## src/rtl/modulator_frame_ctrl_if.sv

```systemverilog
// Signal bundle between the frame sequencer, its descriptor/byte sources and
// the symbol modulator. clk/rst stay as plain ports on the sequencer.
interface modulator_frame_ctrl_if #(
    parameter int LEN_W = 8
) ();
    logic             i_frm_vld;
    logic             o_frm_rdy;
    logic [1:0]       i_frm_mod;
    logic [LEN_W-1:0] i_frm_len;
    logic             i_byte_vld;
    logic             o_byte_rdy;
    logic [7:0]       i_byte;
    logic             i_out_vld;
    logic             o_en;
    logic             o_data_vld;
    logic             o_data;
    logic [1:0]       o_mod;
    logic             o_busy;
    logic             o_frm_done;
    logic             o_underrun;

    modport slave (
        input  i_frm_vld, i_frm_mod, i_frm_len, i_byte_vld, i_byte, i_out_vld,
        output o_frm_rdy, o_byte_rdy, o_en, o_data_vld, o_data, o_mod,
               o_busy, o_frm_done, o_underrun
    );

    modport master (
        output i_frm_vld, i_frm_mod, i_frm_len, i_byte_vld, i_byte, i_out_vld,
        input  o_frm_rdy, o_byte_rdy, o_en, o_data_vld, o_data, o_mod,
               o_busy, o_frm_done, o_underrun
    );
endinterface

```

## src/rtl/modulator_frame_ctrl.sv

```systemverilog
// Frame sequencer: takes (modulation, length) descriptors and a byte stream,
// serializes bytes MSB-first so that exactly bits-per-symbol bits fall in
// each 8-cycle symbol window, and only switches modulation while drained.
module modulator_frame_ctrl #(
    parameter int LEN_W = 8
) (
    input logic                   i_clk,
    input logic                   i_rst_n,
    modulator_frame_ctrl_if.slave bus
);
    localparam int RW = LEN_W + 3;

    typedef enum logic [1:0] {IDLE, PRIME, RUN, DONE} state_t;

    state_t           state_q, state_d;
    logic [RW-1:0]    rem_q, rem_d;
    logic [LEN_W-1:0] len_q, len_d;
    logic [LEN_W-1:0] sym_q, sym_d;
    logic [2:0]       slot_q, slot_d;
    logic [15:0]      bits_q, bits_d;
    logic [4:0]       fill_q, fill_d;
    logic [1:0]       mod_q;

    logic             en_q, dvld_q, data_q, busy_q, done_q, under_q;

    logic             frm_rdy, frm_acc, byte_rdy, byte_acc, pop;
    logic [15:0]      merged;
    logic [4:0]       merged_fill;
    logic [RW-1:0]    need;
    logic [2:0]       bps;
    logic             out_bit, under;

    function automatic logic [2:0] bps_of(input logic [1:0] m);
        case (m)
            2'd0:    return 3'd1;
            2'd1:    return 3'd2;
            2'd2:    return 3'd4;
            default: return 3'd6;
        endcase
    endfunction

    assign bps = bps_of(mod_q);

    assign bus.o_frm_rdy  = frm_rdy;
    assign bus.o_byte_rdy = byte_rdy;
    assign bus.o_en       = en_q;
    assign bus.o_data_vld = dvld_q;
    assign bus.o_data     = data_q;
    assign bus.o_mod      = mod_q;
    assign bus.o_busy     = busy_q;
    assign bus.o_frm_done = done_q;
    assign bus.o_underrun = under_q;

    // Next state, handshakes and bit-buffer update (append then consume).
    always_comb begin
        state_d  = state_q;
        frm_rdy  = (state_q == IDLE) && i_rst_n;
        frm_acc  = bus.i_frm_vld && frm_rdy;
        byte_rdy = ((state_q == PRIME) || (state_q == RUN)) &&
                   (fill_q <= 5'd8) && (RW'(fill_q) < rem_q);
        byte_acc = bus.i_byte_vld && byte_rdy;

        // A newly accepted byte lands directly behind the bits still queued.
        merged      = bits_q | (byte_acc ? ({bus.i_byte, 8'h00} >> fill_q) : '0);
        merged_fill = fill_q + (byte_acc ? 5'd8 : 5'd0);
        need        = (rem_q < RW'(8)) ? rem_q : RW'(8);

        len_d = len_q;
        case (state_q)
            IDLE: begin
                if (frm_acc) begin
                    len_d   = bus.i_frm_len;
                    state_d = (bus.i_frm_len == '0) ? DONE : PRIME;
                end
            end
            PRIME: begin
                if (!bus.i_out_vld && (RW'(merged_fill) >= need)) begin
                    state_d = RUN;
                end
            end
            RUN: begin
                if ((slot_q == 3'd7) && (sym_q == len_q - LEN_W'(1))) begin
                    state_d = DONE;
                end
            end
            default: state_d = IDLE;
        endcase

        slot_d = (state_q == RUN) ? slot_q + 3'd1 : '0;
        if (state_q == RUN) begin
            sym_d = (slot_q == 3'd7) ? sym_q + LEN_W'(1) : sym_q;
        end else begin
            sym_d = '0;
        end

        // Bits are popped on the edge that opens the slot they are sent in.
        pop     = (state_d == RUN) && (slot_d < bps);
        out_bit = pop && (merged_fill != '0) && merged[15];
        under   = pop && (merged_fill == '0);

        bits_d = merged;
        fill_d = merged_fill;
        rem_d  = rem_q;
        if (pop) begin
            bits_d = merged << 1;
            fill_d = (merged_fill == '0) ? '0 : merged_fill - 5'd1;
            rem_d  = (rem_q == '0) ? '0 : rem_q - RW'(1);
        end
        if (frm_acc) begin
            rem_d = RW'(bus.i_frm_len) * RW'(bps_of(bus.i_frm_mod));
        end
        if (state_d == DONE) begin
            bits_d = '0;
            fill_d = '0;
            rem_d  = '0;
        end
    end

    // State, datapath and registered outputs with synchronous reset.
    always_ff @(posedge i_clk) begin
        if (!i_rst_n) begin
            state_q <= IDLE;
            rem_q   <= '0;
            len_q   <= '0;
            sym_q   <= '0;
            slot_q  <= '0;
            bits_q  <= '0;
            fill_q  <= '0;
            mod_q   <= '0;
            en_q    <= 1'b0;
            dvld_q  <= 1'b0;
            data_q  <= 1'b0;
            busy_q  <= 1'b0;
            done_q  <= 1'b0;
            under_q <= 1'b0;
        end else begin
            state_q <= state_d;
            rem_q   <= rem_d;
            len_q   <= len_d;
            sym_q   <= sym_d;
            slot_q  <= slot_d;
            bits_q  <= bits_d;
            fill_q  <= fill_d;
            if (frm_acc) begin
                mod_q <= bus.i_frm_mod;
            end
            en_q    <= (state_d == RUN);
            dvld_q  <= pop;
            data_q  <= out_bit;
            busy_q  <= (state_d != IDLE);
            done_q  <= (state_d == DONE);
            under_q <= under;
        end
    end
endmodule

```

## src/flat_wrapper.sv

```systemverilog
// flat-port wrapper written by rule: the top's interface ports become plain ports
module modulator_frame_ctrl_flat 
#(
    parameter int LEN_W = 8
)
  (i_clk, i_rst_n, bus_i_frm_vld, bus_i_frm_mod, bus_i_frm_len, bus_i_byte_vld, bus_i_byte, bus_i_out_vld, bus_o_frm_rdy, bus_o_byte_rdy, bus_o_en, bus_o_data_vld, bus_o_data, bus_o_mod, bus_o_busy, bus_o_frm_done, bus_o_underrun);
  modulator_frame_ctrl_if #(.LEN_W(LEN_W)) bus_i ();
  input logic i_clk;
  input logic i_rst_n;
  input wire logic [$bits(bus_i.i_frm_vld)-1:0] bus_i_frm_vld;
  input wire logic [$bits(bus_i.i_frm_mod)-1:0] bus_i_frm_mod;
  input wire logic [$bits(bus_i.i_frm_len)-1:0] bus_i_frm_len;
  input wire logic [$bits(bus_i.i_byte_vld)-1:0] bus_i_byte_vld;
  input wire logic [$bits(bus_i.i_byte)-1:0] bus_i_byte;
  input wire logic [$bits(bus_i.i_out_vld)-1:0] bus_i_out_vld;
  output wire logic [$bits(bus_i.o_frm_rdy)-1:0] bus_o_frm_rdy;
  output wire logic [$bits(bus_i.o_byte_rdy)-1:0] bus_o_byte_rdy;
  output wire logic [$bits(bus_i.o_en)-1:0] bus_o_en;
  output wire logic [$bits(bus_i.o_data_vld)-1:0] bus_o_data_vld;
  output wire logic [$bits(bus_i.o_data)-1:0] bus_o_data;
  output wire logic [$bits(bus_i.o_mod)-1:0] bus_o_mod;
  output wire logic [$bits(bus_i.o_busy)-1:0] bus_o_busy;
  output wire logic [$bits(bus_i.o_frm_done)-1:0] bus_o_frm_done;
  output wire logic [$bits(bus_i.o_underrun)-1:0] bus_o_underrun;
  assign bus_i.i_frm_vld = bus_i_frm_vld;
  assign bus_i.i_frm_mod = bus_i_frm_mod;
  assign bus_i.i_frm_len = bus_i_frm_len;
  assign bus_i.i_byte_vld = bus_i_byte_vld;
  assign bus_i.i_byte = bus_i_byte;
  assign bus_i.i_out_vld = bus_i_out_vld;
  assign bus_o_frm_rdy = bus_i.o_frm_rdy;
  assign bus_o_byte_rdy = bus_i.o_byte_rdy;
  assign bus_o_en = bus_i.o_en;
  assign bus_o_data_vld = bus_i.o_data_vld;
  assign bus_o_data = bus_i.o_data;
  assign bus_o_mod = bus_i.o_mod;
  assign bus_o_busy = bus_i.o_busy;
  assign bus_o_frm_done = bus_i.o_frm_done;
  assign bus_o_underrun = bus_i.o_underrun;
  modulator_frame_ctrl #(.LEN_W(LEN_W)) u_core (.i_clk(i_clk), .i_rst_n(i_rst_n), .bus(bus_i));
endmodule
```

## config.mk

```make
export PLATFORM = sky130hd
export DESIGN_NAME = modulator_frame_ctrl_flat
export DESIGN_NICKNAME = d
export VERILOG_FILES = /design/src/rtl/modulator_frame_ctrl_if.sv /design/src/rtl/modulator_frame_ctrl.sv /design/src/flat_wrapper.sv
export SDC_FILE = /design/constraint.sdc
export NUM_CORES = 1
export LEC_CHECK = 0
export CAP_MARGIN = 20
export CORE_MARGIN = 5
export CORE_UTILIZATION = 30
export DETAILED_ROUTE_END_ITERATION = 7
export GPL_TIMING_DRIVEN = 0
export SLEW_MARGIN = 20
export SYNTH_ARGS = -nofsm -noshare
export SYNTH_HDL_FRONTEND = slang
export SYNTH_SLANG_ARGS = --single-unit
```

## constraint.sdc

```tcl
create_clock -name i_clk -period 4.7 [get_ports i_clk]
set_clock_uncertainty 0.1 [all_clocks]
set_input_delay 0.94 -clock i_clk [delete_from_list [all_inputs] [get_ports i_clk]]
set_output_delay 0.94 -clock i_clk [all_outputs]
set_load 0.01 [all_outputs]
```

### PDN straps and rails

Scale bar: 50 um. Pins as bars on the die edge.
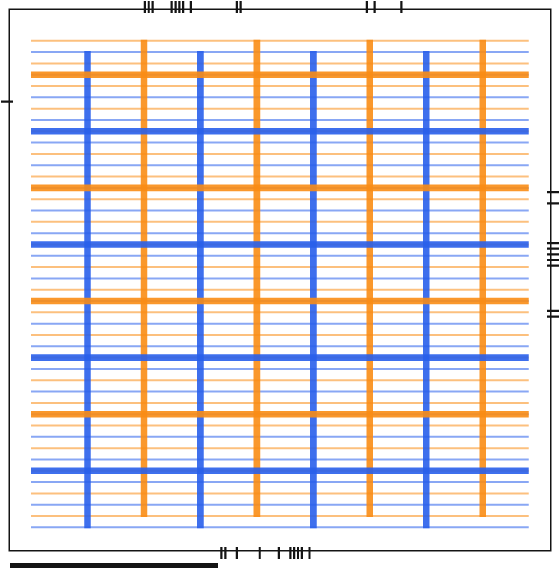
Orange is VDD. Blue is VSS.
8 straps on met5. 8 straps on met4. The core has 43 rows.
core area: 0.01399 mm2
DIE WIDTH: 129.8 um
maximum vdd drop: 0.2181 mV

### Cells colored by class

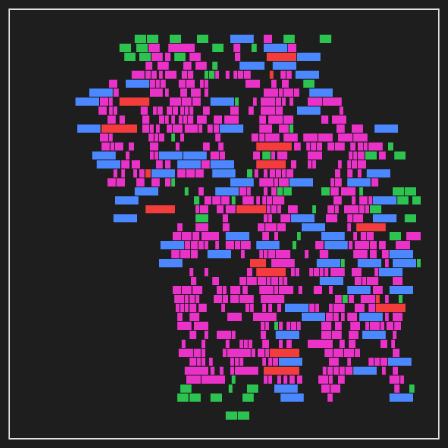
Red is clock drivers and dummy loads, cells 16. Magenta is remaining logic cells, cells 452. Green is remaining buffers and delay cells, cells 60. Blue is registers, cells 61.
Core Util, Final: 0.3701
fraction of area in registers: 0.2361
final instance area: 0.005177 mm2
row count: 43

### Clock distribution

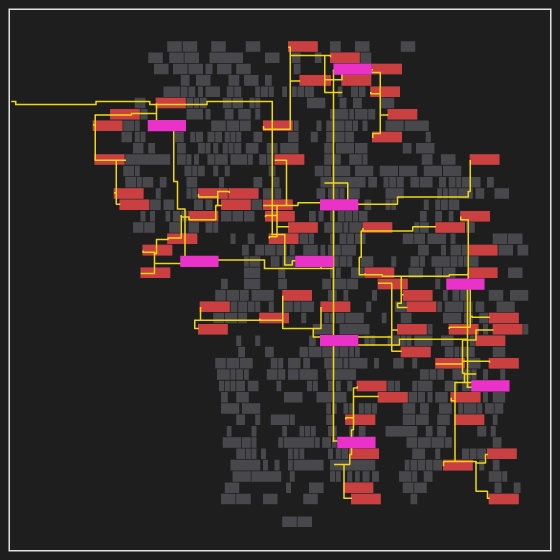
Red is flip-flops, count 61. Magenta is clock-net drivers, count 9. Yellow is clock wires, length 1020 um.
There are 10 routed clock nets.
Clock power frac: 0.374
Late-Pin Clk Latency: 0.34 ns
clock network power: 0.775 mW

### Wiring by layer

Scale bar: 50 um.
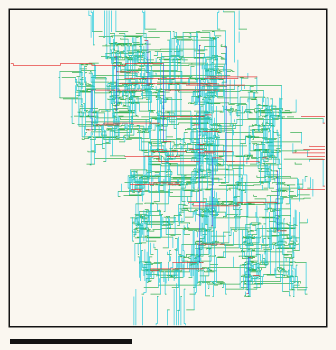
Green is M1, wire length 5030 um. Cyan is M2, wire length 5700 um. Blue is M4, wire length 292 um. Red is M3, wire length 602 um.
DR WL/cell: 15.12 um
vias: 4111

### Routing congestion

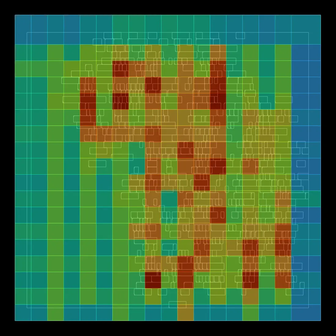
most used routing layer in global routing: met2
GRT Total Usage: 0.1448
met2 GRT Util: 0.2454
GR Util met3: 0.03643
met1 GRT Util: 0.1755

==> reports/metrics.csv <==
stage,metric,value,unit
run_status,status,completed,
setup_path,startpoint types,flop,
synth,Netlist cell types,67,
drt,highest routed layer,met4,
setup_path,R2R Path End,u_core.rem_q[7],
synth,top-count cell post-synth,nand2_1,
cts,H-tree levels,3,
power,Max power group,the clock network,
synth,Yosys top cell by area,dfxtp_1,
finish,final net count,647,
setup_path,FF-to-FF Start,u_core.rem_q[7],
finish,Layout area overhead,20.26,%
synth,Mapped Cells,544,
drt,routed vias/inst,5.346,
setup_path,Worst Path Buf+Inv,3,
power,Internal,1.385,mW
power,combinational gate power,0.660,mW
cts,CTS Buf Count,9,
synth,"EDFF count, synth",0,
finish,Top Layout Cells,"nand2_1 (66), dfxtp_1 (60), nor2_1 (47), inv_1 (36), ha_1 (33)",
die,fp util,0.3078,
final_timing,Setup TNS,0,ns
synth,Synth Area per Inst,7.914,um2
power,sequential group power,0.638,mW
final_timing,unrepaired setup endpoints after global routing,no,
power,Leakage Power,2.142,nW
setup_path,Worst setup endpoint,u_core.rem_q[7],
setup_path,worst-path maximum fanout,10,
power,Logic pwr share,0.318,
finish,"Cell Count, Final, Fillers Out",769,
min_path,WHS Endpoint,u_core.slot_q[0],
cts,CTS Buffer Depth,2,
setup_path,slowest CP cell,or4_4,
finish,share of layout cells above drive strength 1,0.07301,
setup_path,Worst Path Required,4.86,ns
finish,largest register by flop count,u_core.bits_q,
synth,Yosys chip area,0.004305,mm2
global_route,global-route wire length before repair,19590,um
cts,CTS sink cnt,61,
setup_path,worst setup path start,u_core.rem_q[7],
synth,Post-synth regs,61,
global_route,vias in the first global route,4116,
drt,Pre-Repair DR Iteration Count,4,
cts,clock tree from TritonCTS,built,
synth,yosys aoi share,0.2066,
setup_path,"Top cell by count, worst path",ha_1,
drt,DR WL met2,5701,um
synth,main area contributors,"dfxtp_1 (28%), ha_1 (9.6%), nand2_1 (5.8%)",
synth,syn nets,607,
die,# IOs,33,
synth,top cells by count,"nand2_1 (66), dfxtp_1 (61), nor2_1 (47)",
setup_path,CP Capture Type,flop,
final_timing,Slew headroom,0.5343,
drt,antenna-violating nets left,0,
synth,ys flop type,dfxtp_1,
place,GPL Wtd Cong,0.8702,
setup_path,R2R setup slack,0.24,ns
setup_path,Worst R2R Path Depth,16,
global_route,largest net degree at the start of global routing,11,
final_timing,final setup fails,0,
setup_path,Arrival @ worst endpoint,4.61,ns
die,die area,0.01685,mm2
min_path,hold path start,u_core.slot_q[0],
drt,DR DRC count,0,
final_timing,Hold Fails Final Rpt,0,
drt,WL met1,5032,um
run,Max Cap Viol,0,
synth,yosys cell count,544,
synth,Synth mux share,0.03400,
finish,dominant logic cell type in the layout,nand2_1,
cts,cts hold-fix bufs,0,
global_route,initial antenna violation count,0,
global_route,total grt overflow,0,
final_timing,fin. max-slew vios,0,
power,Final Total Pwr,2.073,mW
final_timing,fmax,224.3,MHz
synth,dominant kind of combinational cell,simple AND/OR/NAND/NOR gates,
place,PortBufs,29,
drt,WL final,11630,um
finish,# diodes,0,
run,tally of OpenROAD warnings,30,
synth,sequential area share after synthesis,0.2836,
synth,Synth top area share,0.2836,
synth,"Adder Share, Synth",0.1285,
synth,ys async rst share,0,
synth,Post-Synth XOR/XNOR Area,0.03662,
synth,YS warnings,0,
place,dpl cells,753,
setup_path,Crit path largest cell delay,0.51,ns
final_timing,Final period util,0.9484,
setup_path,family with the most delay on the worst path,simple AND/OR/NAND/NOR gates,
drt,DRT iter0 DRCs,301,
min_path,Hold/Removal Path Class,reg2reg,
cts,# Post-CTS Setup Buffers,0,
final_timing,Slew @ Worst Pin,0.6895,ns
cts,clock-pin slew of the registers on the worst-case setup and hold paths,0.06,ns
power,sw frac,0.3320,
power,sw power,0.6883,mW
final_timing,Final Critical Period,4.457,ns
synth,Basic Gates by Area,0.2432,
min_path,Hold Path Stages,1,
finish,max reg flops,16,
drt,met3 WL,601,um
power,sequential share of power,0.308,
cts,clk root buf,clkbuf_16,
setup_path,CP Depth,16,
power,Pwr Density,400.4,mW/mm2
place,HPWL Detailed,8851,um
finish,Top Registers,"u_core.bits_q x16, u_core.rem_q x11",
cts,post_cts resized,0,
setup_path,critical path class,reg2reg,
synth,post-synthesis cell area,0.004305,mm2
setup_path,CP cell instances,or3_1 -> or4_1 -> clkbuf_1 -> o211ai_2 -> inv_2 -> ha_1 -> xor2_2 -> ha_1 -> a21o_1 -> a21oi_1 -> o211a_2 -> a211oi_2 -> nand3_2 -> buf_6 -> or4_4 -> a311oi_2,
==> metrics by stage <==
step / instance area [um2] / setup slack, ns / hold WS (ns) / util
final: 5177 / 0.2426 / 0.3612 / 0.3701
after global routing: 5177 / 0.0006772 / 0.3885 / 0.3701
after CTS: 5162 / 0.1617 / 0.3636 / 0.3691
after detailed placement: 4821 / 0.1917 / 0.3499 / 0.3446
after global placement: 4821 / 0.2515 / 0.3389 / 0.3446
after floorplan: 4305 / 0.7404 / 0.3177 / -
==> layout make-up <==
cell class	count	area (um2)
tap	180	225.2
clock inverter	4	95.09
timing repair buffer	29	290.3
sequential	61	1222
multi-input combinational	414	2805
fill	1452	8811
buffer	31	150.1
inverter	38	142.6
clock buffer	12	246.5
Power figures rest on the tool's default switching activity, not on a simulated workload.
